`config.mk`:
```
export PLATFORM = sky130hd
export DESIGN_NAME = exc_ctrl
export DESIGN_NICKNAME = d
export VERILOG_FILES = /design/src/rtl/exc_pkg.sv /design/src/rtl/exc_ctrl_prio.sv /design/src/rtl/exc_ctrl.sv
export SDC_FILE = /design/constraint.sdc
export NUM_CORES = 1
export LEC_CHECK = 0
export ABC_CLOCK_PERIOD_IN_PS = 1930
export CAP_MARGIN = 20
export CORE_UTILIZATION = 42
export CTS_CLUSTER_SIZE = 16
export DETAILED_ROUTE_END_ITERATION = 16
export PLACE_DENSITY_LB_ADDON = 0.25
export SYNTH_ARGS = -nofsm -noshare
export SYNTH_HDL_FRONTEND = slang
export SYNTH_SLANG_ARGS = --single-unit
export TNS_END_PERCENT = 100
```
`constraint.sdc`:
```
create_clock -name clk -period 1.93 [get_ports clk]
set_input_delay 0.579 -clock clk [delete_from_list [all_inputs] [get_ports clk]]
set_output_delay 0.579 -clock clk [all_outputs]
set_load 0.01 [all_outputs]
```
`src/rtl/exc_pkg.sv`:
```
// Shared types and constants for the exception responder and the ID decoder.
package exc_pkg;

  typedef enum logic [2:0] {
    ST_IDLE,
    ST_FLUSH,
    ST_HANDLER,
    ST_RETURN,
    ST_HALT
  } exc_state_t;

  localparam logic [4:0] EXC_NONE = 5'd0;
  localparam logic [4:0] EXC_RI   = 5'd10;
  localparam logic [4:0] EXC_OV   = 5'd12;

  localparam int CW_JUMP   = 10;
  localparam int CW_BRANCH = 9;
  localparam int CW_EXC    = 3;

endpackage

```
`src/rtl/exc_ctrl_prio.sv`:
```
// Combinational exception source arbitration: EX overflow beats ID reserved-instruction.
// Overflow source exists only when EXC_OVERFLOW_EN is defined.
module exc_prio
  import exc_pkg::*;
#(
  parameter int PC_W = 32
) (
  input  logic [10:0]     ctrl_word,
  input  logic            id_valid,
  input  logic [PC_W-1:0] id_pc,
`ifdef EXC_OVERFLOW_EN
  input  logic            ex_ovf,
  input  logic            ex_valid,
  input  logic [PC_W-1:0] ex_pc,
`endif
  output logic            exc_req,
  output logic [4:0]      exc_cause,
  output logic [PC_W-1:0] exc_pc
);

  logic w_ri;
  logic w_ov;
  logic w_unused_cw;

  // Only the exception bit matters here; the rest of the word belongs to the decoder.
  assign w_unused_cw = ^{ctrl_word[10:CW_EXC+1], ctrl_word[CW_EXC-1:0]};
  assign w_ri = id_valid & ctrl_word[CW_EXC];

`ifdef EXC_OVERFLOW_EN
  assign w_ov = ex_valid & ex_ovf;
`else
  assign w_ov = 1'b0;
`endif

  always_comb begin
    exc_req   = w_ov | w_ri;
    exc_cause = EXC_NONE;
    exc_pc    = id_pc;
`ifdef EXC_OVERFLOW_EN
    if (w_ov) begin
      exc_cause = EXC_OV;
      exc_pc    = ex_pc;
    end else if (w_ri) begin
      exc_cause = EXC_RI;
    end
`else
    if (w_ri) exc_cause = EXC_RI;
`endif
  end

endmodule

```
`src/rtl/exc_ctrl.sv`:
```
// Exception responder: records EPC/cause, flushes and redirects to the handler, returns on eret.
// EXC_OVERFLOW_EN adds the EX-stage overflow source and its ports.
module exc_ctrl
  import exc_pkg::*;
#(
  parameter int              PC_W        = 32,
  parameter logic [PC_W-1:0] HANDLER_VEC = PC_W'(32'h8000_0180)
) (
  input  logic            clk,
  input  logic            rst_n,
  input  logic [10:0]     ctrl_word,
  input  logic            id_valid,
  input  logic [PC_W-1:0] id_pc,
`ifdef EXC_OVERFLOW_EN
  input  logic            ex_ovf,
  input  logic            ex_valid,
  input  logic [PC_W-1:0] ex_pc,
`endif
  input  logic            eret_valid,
  output logic            flush_if,
  output logic            flush_id,
  output logic            flush_ex,
  output logic            redirect_valid,
  output logic [PC_W-1:0] pc_redirect,
  output logic [PC_W-1:0] epc,
  output logic [4:0]      cause,
  output logic            in_handler,
  output logic            halted
);

  exc_state_t      r_state;
  exc_state_t      w_state_nxt;
  logic [PC_W-1:0] r_epc;
  logic [PC_W-1:0] w_epc_nxt;
  logic [4:0]      r_cause;
  logic [4:0]      w_cause_nxt;
  logic [PC_W-1:0] r_pc_redirect;
  logic [PC_W-1:0] w_pc_redirect_nxt;
  logic            w_exc_req;
  logic [4:0]      w_exc_cause;
  logic [PC_W-1:0] w_exc_pc;

  exc_prio #(.PC_W(PC_W)) u_prio (
    .ctrl_word (ctrl_word),
    .id_valid  (id_valid),
    .id_pc     (id_pc),
`ifdef EXC_OVERFLOW_EN
    .ex_ovf    (ex_ovf),
    .ex_valid  (ex_valid),
    .ex_pc     (ex_pc),
`endif
    .exc_req   (w_exc_req),
    .exc_cause (w_exc_cause),
    .exc_pc    (w_exc_pc)
  );

  always_ff @(posedge clk) begin
    if (!rst_n) begin
      r_state       <= ST_IDLE;
      r_epc         <= '0;
      r_cause       <= EXC_NONE;
      r_pc_redirect <= '0;
    end else begin
      r_state       <= w_state_nxt;
      r_epc         <= w_epc_nxt;
      r_cause       <= w_cause_nxt;
      r_pc_redirect <= w_pc_redirect_nxt;
    end
  end

  // The redirect target is loaded on the edge entering FLUSH/RETURN so it is valid for that whole cycle.
  always_comb begin
    w_state_nxt       = r_state;
    w_epc_nxt         = r_epc;
    w_cause_nxt       = r_cause;
    w_pc_redirect_nxt = r_pc_redirect;
    case (r_state)
      ST_IDLE: begin
        if (w_exc_req) begin
          w_state_nxt       = ST_FLUSH;
          w_epc_nxt         = w_exc_pc;
          w_cause_nxt       = w_exc_cause;
          w_pc_redirect_nxt = HANDLER_VEC;
        end
      end
      ST_FLUSH:   w_state_nxt = ST_HANDLER;
      ST_HANDLER: begin
        if (w_exc_req) begin
          w_state_nxt = ST_HALT;
        end else if (id_valid && eret_valid) begin
          w_state_nxt       = ST_RETURN;
          w_pc_redirect_nxt = r_epc;
        end
      end
      ST_RETURN:  w_state_nxt = ST_IDLE;
      ST_HALT:    w_state_nxt = ST_HALT;
      default:    w_state_nxt = ST_IDLE;
    endcase
  end

  assign flush_if       = (r_state == ST_FLUSH) || (r_state == ST_RETURN) || (r_state == ST_HALT);
  assign flush_id       = flush_if;
`ifdef EXC_OVERFLOW_EN
  assign flush_ex       = (r_state == ST_FLUSH) || (r_state == ST_HALT);
`else
  assign flush_ex       = (r_state == ST_HALT);
`endif
  assign redirect_valid = (r_state == ST_FLUSH) || (r_state == ST_RETURN);
  assign in_handler     = (r_state == ST_HANDLER) || (r_state == ST_RETURN);
  assign halted         = (r_state == ST_HALT);
  assign pc_redirect    = r_pc_redirect;
  assign epc            = r_epc;
  assign cause          = r_cause;

endmodule

```
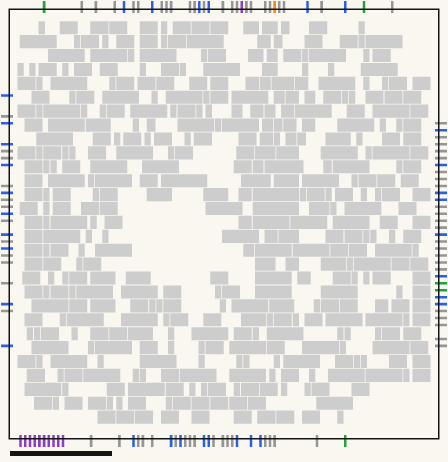
pins.png
Scale bar: 20 um. Pins as bars across the die edge, other pins in grey.
Purple marks ctrl_word, pins 11, direction input, edge 10 bottom, 1 top. Orange marks halted, pins 1, direction output, edge top. Blue marks id_pc, pins 32, direction input, edge 10 left, 8 bottom, 8 right, 6 top. Green marks cause, pins 5, direction output, edge 2 right, 2 top, 1 bottom.
All pins by edge: 36 bottom, 32 right, 32 top, 22 left.
Die H: 83.7 um
Port Buffers: 108
die width: 83.7 um

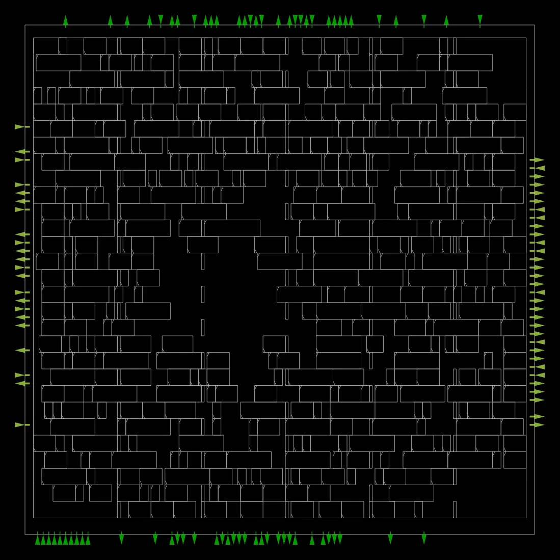
final_placement.png
Seq/total area: 0.320
n_taps: 77

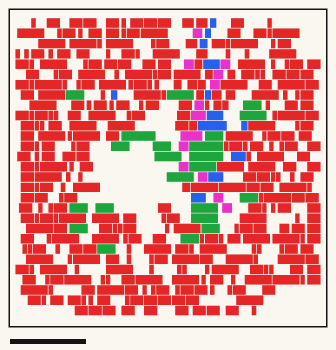
drive_strength.png
Scale bar: 20 um.
Magenta marks drive 3 to 4, cells 13, share 3.1%, most used buf_4. Blue marks drive 2, cells 12, share 2.9%. Red marks drive 1 or less, cells 373, share 89%, most used nand2_1. Green marks drive 6 and up, cells 22, share 5.2%, most used clkbuf_8.
synth-to-layout area growth: 51.9%
nonclk buf count: 128
fin area: 4260 sq um
final worst slack: 38.4 ps

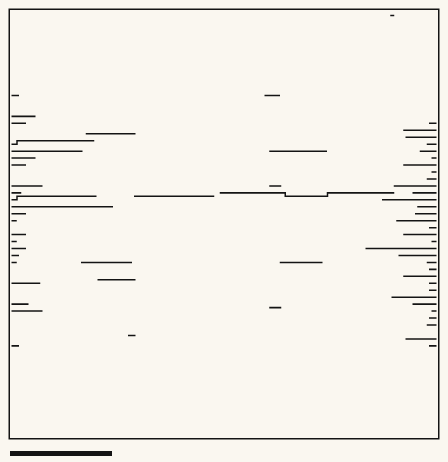
met3.png
Scale bar: 20 um.
The longest straight run is 19.6 um. The wires run mostly horizontal. The layer carries 347 um of wire. 58 nets have wire on it.
final wirelength: 6.43 mm
met3 Resource Use GR: 0.0524
via count: 2374

state kept, by name, summed over array words and instances, names as in the netlist:
name	count
epc	32
pc_redirect	32
cause	1
r_state	3
critical path: cells and delay by family:
family	cells	cell delay (ps)
compound gates	1	130
simple gates	1	440
buf+inv	3	810
mux	1	180
final cells by class:
cell class / count / share of cell area
timing repair buffer: 128 / 0.314
tap: 77 / 0.0226
multi-input combinational: 210 / 0.302
clock buffer: 12 / 0.0388
sequential: 68 / 0.320
clock inverter: 2 / 0.00235
kinds of logic (layout without fill, tap and decap cells):
family,count (synthesis),after routing
buf+inv,26,142
compound gates,7,7
simple gates,139,139
mux,61,61
other cells,1,3
flops,68,68
worst paths after layout:
kind                                         to  slack, ps
worst max-delay path            pc_redirect[21]         40
worst min-delay path            pc_redirect[28]        460
worst max register to register  pc_redirect[21]        290
worst min register to register  pc_redirect[28]        460
routing by layer:
metal | track usage | part of all wire | vias up
li1 | - | - | 1206
met3 | 0.0524 | 0.054 | 9
met1 | 0.214 | 0.45 | 1089
met4 | 0.0740 | 0.015 | 0
met2 | 0.311 | 0.48 | 70
met5 | 0 | 0 | -
per-stage QoR:
stage	power [mW]	cell area, sq um	hold slack [ps]
6_report	2.99	4260	456
5_1_grt	3.13	4260	476
4_1_cts	2.99	4170	459
3_5_place_dp	1.95	4000	448
3_3_place_gp	1.94	4000	441
2_1_floorplan	1.73	2810	479
Yosys cell counts:
| cell type | number | area (sq um) |
|---|---|---|
| nand2_1 | 123 | 462 |
| nand3b_1 | 1 | 7.51 |
| or3b_4 | 1 | 11.3 |
| and2_1 | 1 | 6.26 |
| buf_2 | 2 | 10.0 |
| buf_4 | 6 | 45.0 |
| dfxtp_1 | 68 | 1360 |
| a31oi_1 | 1 | 6.26 |
| buf_6 | 6 | 67.6 |
| conb_1 | 1 | 3.75 |
| and4bb_2 | 1 | 12.5 |
| mux2i_1 | 61 | 611 |
| o221a_2 | 3 | 33.8 |
| nand2b_1 | 1 | 6.26 |
| nor3b_1 | 3 | 22.5 |
| or2_2 | 1 | 6.26 |
| clkbuf_1 | 12 | 45.0 |
| nor2_8 | 1 | 20.0 |
| a21oi_1 | 1 | 5.00 |
| nor2b_1 | 5 | 31.3 |
| a21oi_4 | 1 | 16.3 |
| o21a_1 | 1 | 7.51 |
| or2_1 | 1 | 6.26 |
power by group:
group / switching, mW / internal [mW]
Clock: 0.493 / 0.553
Sequential: 0.0327 / 1.45
Combinational: 0.188 / 0.271
what timing repair did:
item	4_1_cts	5_1_grt
endpoints found under the setup margin	6	1
gates cloned	0	3
resized	14	0
setup buffers	0	2
==> notes.md <==
yosys + openroad results -> status complete, no violations, drt via density 4.78, maximum vdd ir drop 0.000476 V, Setup Viol. Count Final 0, first-pass GRT wire length 10.1 mm, AO/OA Area Share 0.0245, XOR-XNOR Cells, Area Fraction 0, ANT cells 0, CP peak stage delay 480 ps, ys cells 302, most common logic cell in the routed design nand2_1, chip footprint 7010 sq um, post-layout min period 1890 ps, RSZ-0062 raised after global routing yes, Final ANT Viol Nets 0, Hold Fails Final Rpt 0, CTS Buf Count 9, TritonRoute pass-1 iters 6, Residual DRC 0, FILL cells 531, worst r2r path cells 6, max_cap viols 0, Starting Density 0.439, clock latency at the later pin of the worst-skew pair 330 ps, clock-pin slew on the worst setup and hold paths 70 ps, slowest CP cell clkdlybuf4s50_1, Seq/Total Area, Yosys 0.485, Clock Sinks 68, YS warnings 0, routability cong. 0.685, Reg area 1360 sq um, CTS max path bufs 2, fin cells 497, setup TNS 0 ps, Netlist Area Pre-Place 2800 sq um, Comb area 1290 sq um, Power Density 702 nW/um^2, tool warning count 39, area fraction in mux cells 0.218, Layout Nets 464, yosys stat chip area 2800 sq um, CP Max Fanout 6, CP startpoint id_valid, CORE AREA 6390 sq um, critical path type input port to flop, largest net degree at the start of global routing 101, HPWL after DPL 4.23 mm, yosys adder share 0, critical path arrival 2150 ps, Netlist cell types 23, number of global-route vias before repair 2158, fin crit share 0.980, Hold Crit Depth 2, Reg2Reg Launch Point r_state[2], HP Class flop to flop, GRT Total Usage 0.182, # hold bufs at CTS 0, pre-CTS setup slack -281 ps, HP Start pc_redirect[28], # rows 29, Layout Skew 4.19 ps, syn_area_per_cell 9.28 sq um, CTS tree yes, WL per Instance 12.9 um, main logic family after synthesis multiplexers, fraction of layout cells with a size suffix above 1 0.112, crit-path cells clkdlybuf4s50_1 -> or3b_4 -> a21oi_4 -> buf_4 -> clkbuf_16 -> mux2i_1, Yosys reg bits 68, most frequent cells in the layout nand2_1 (123), clkdlybuf4s50_1 (101), dfxtp_1 (67), mux2i_1 (61), clkbuf_8 (12), Leak 1.63 nW, H-Tree Depth 3, initial antenna violation count 0, I/O pins 122, grt ovf 0, Worst Setup End Kind flop, Simple-Gate Fraction of Synth Area 0.211, post-synthesis cell count 302, dpl cells 478, initial drt markers 77, Root Buffer clkbuf_8, Critical Path Start Type input port, critical path data required time 2190 ps, Fmax 0.529 GHz, fin. max-slew vios 0, Final Util 0.667
Power figures rest on the tool's default switching activity, not on a simulated workload.
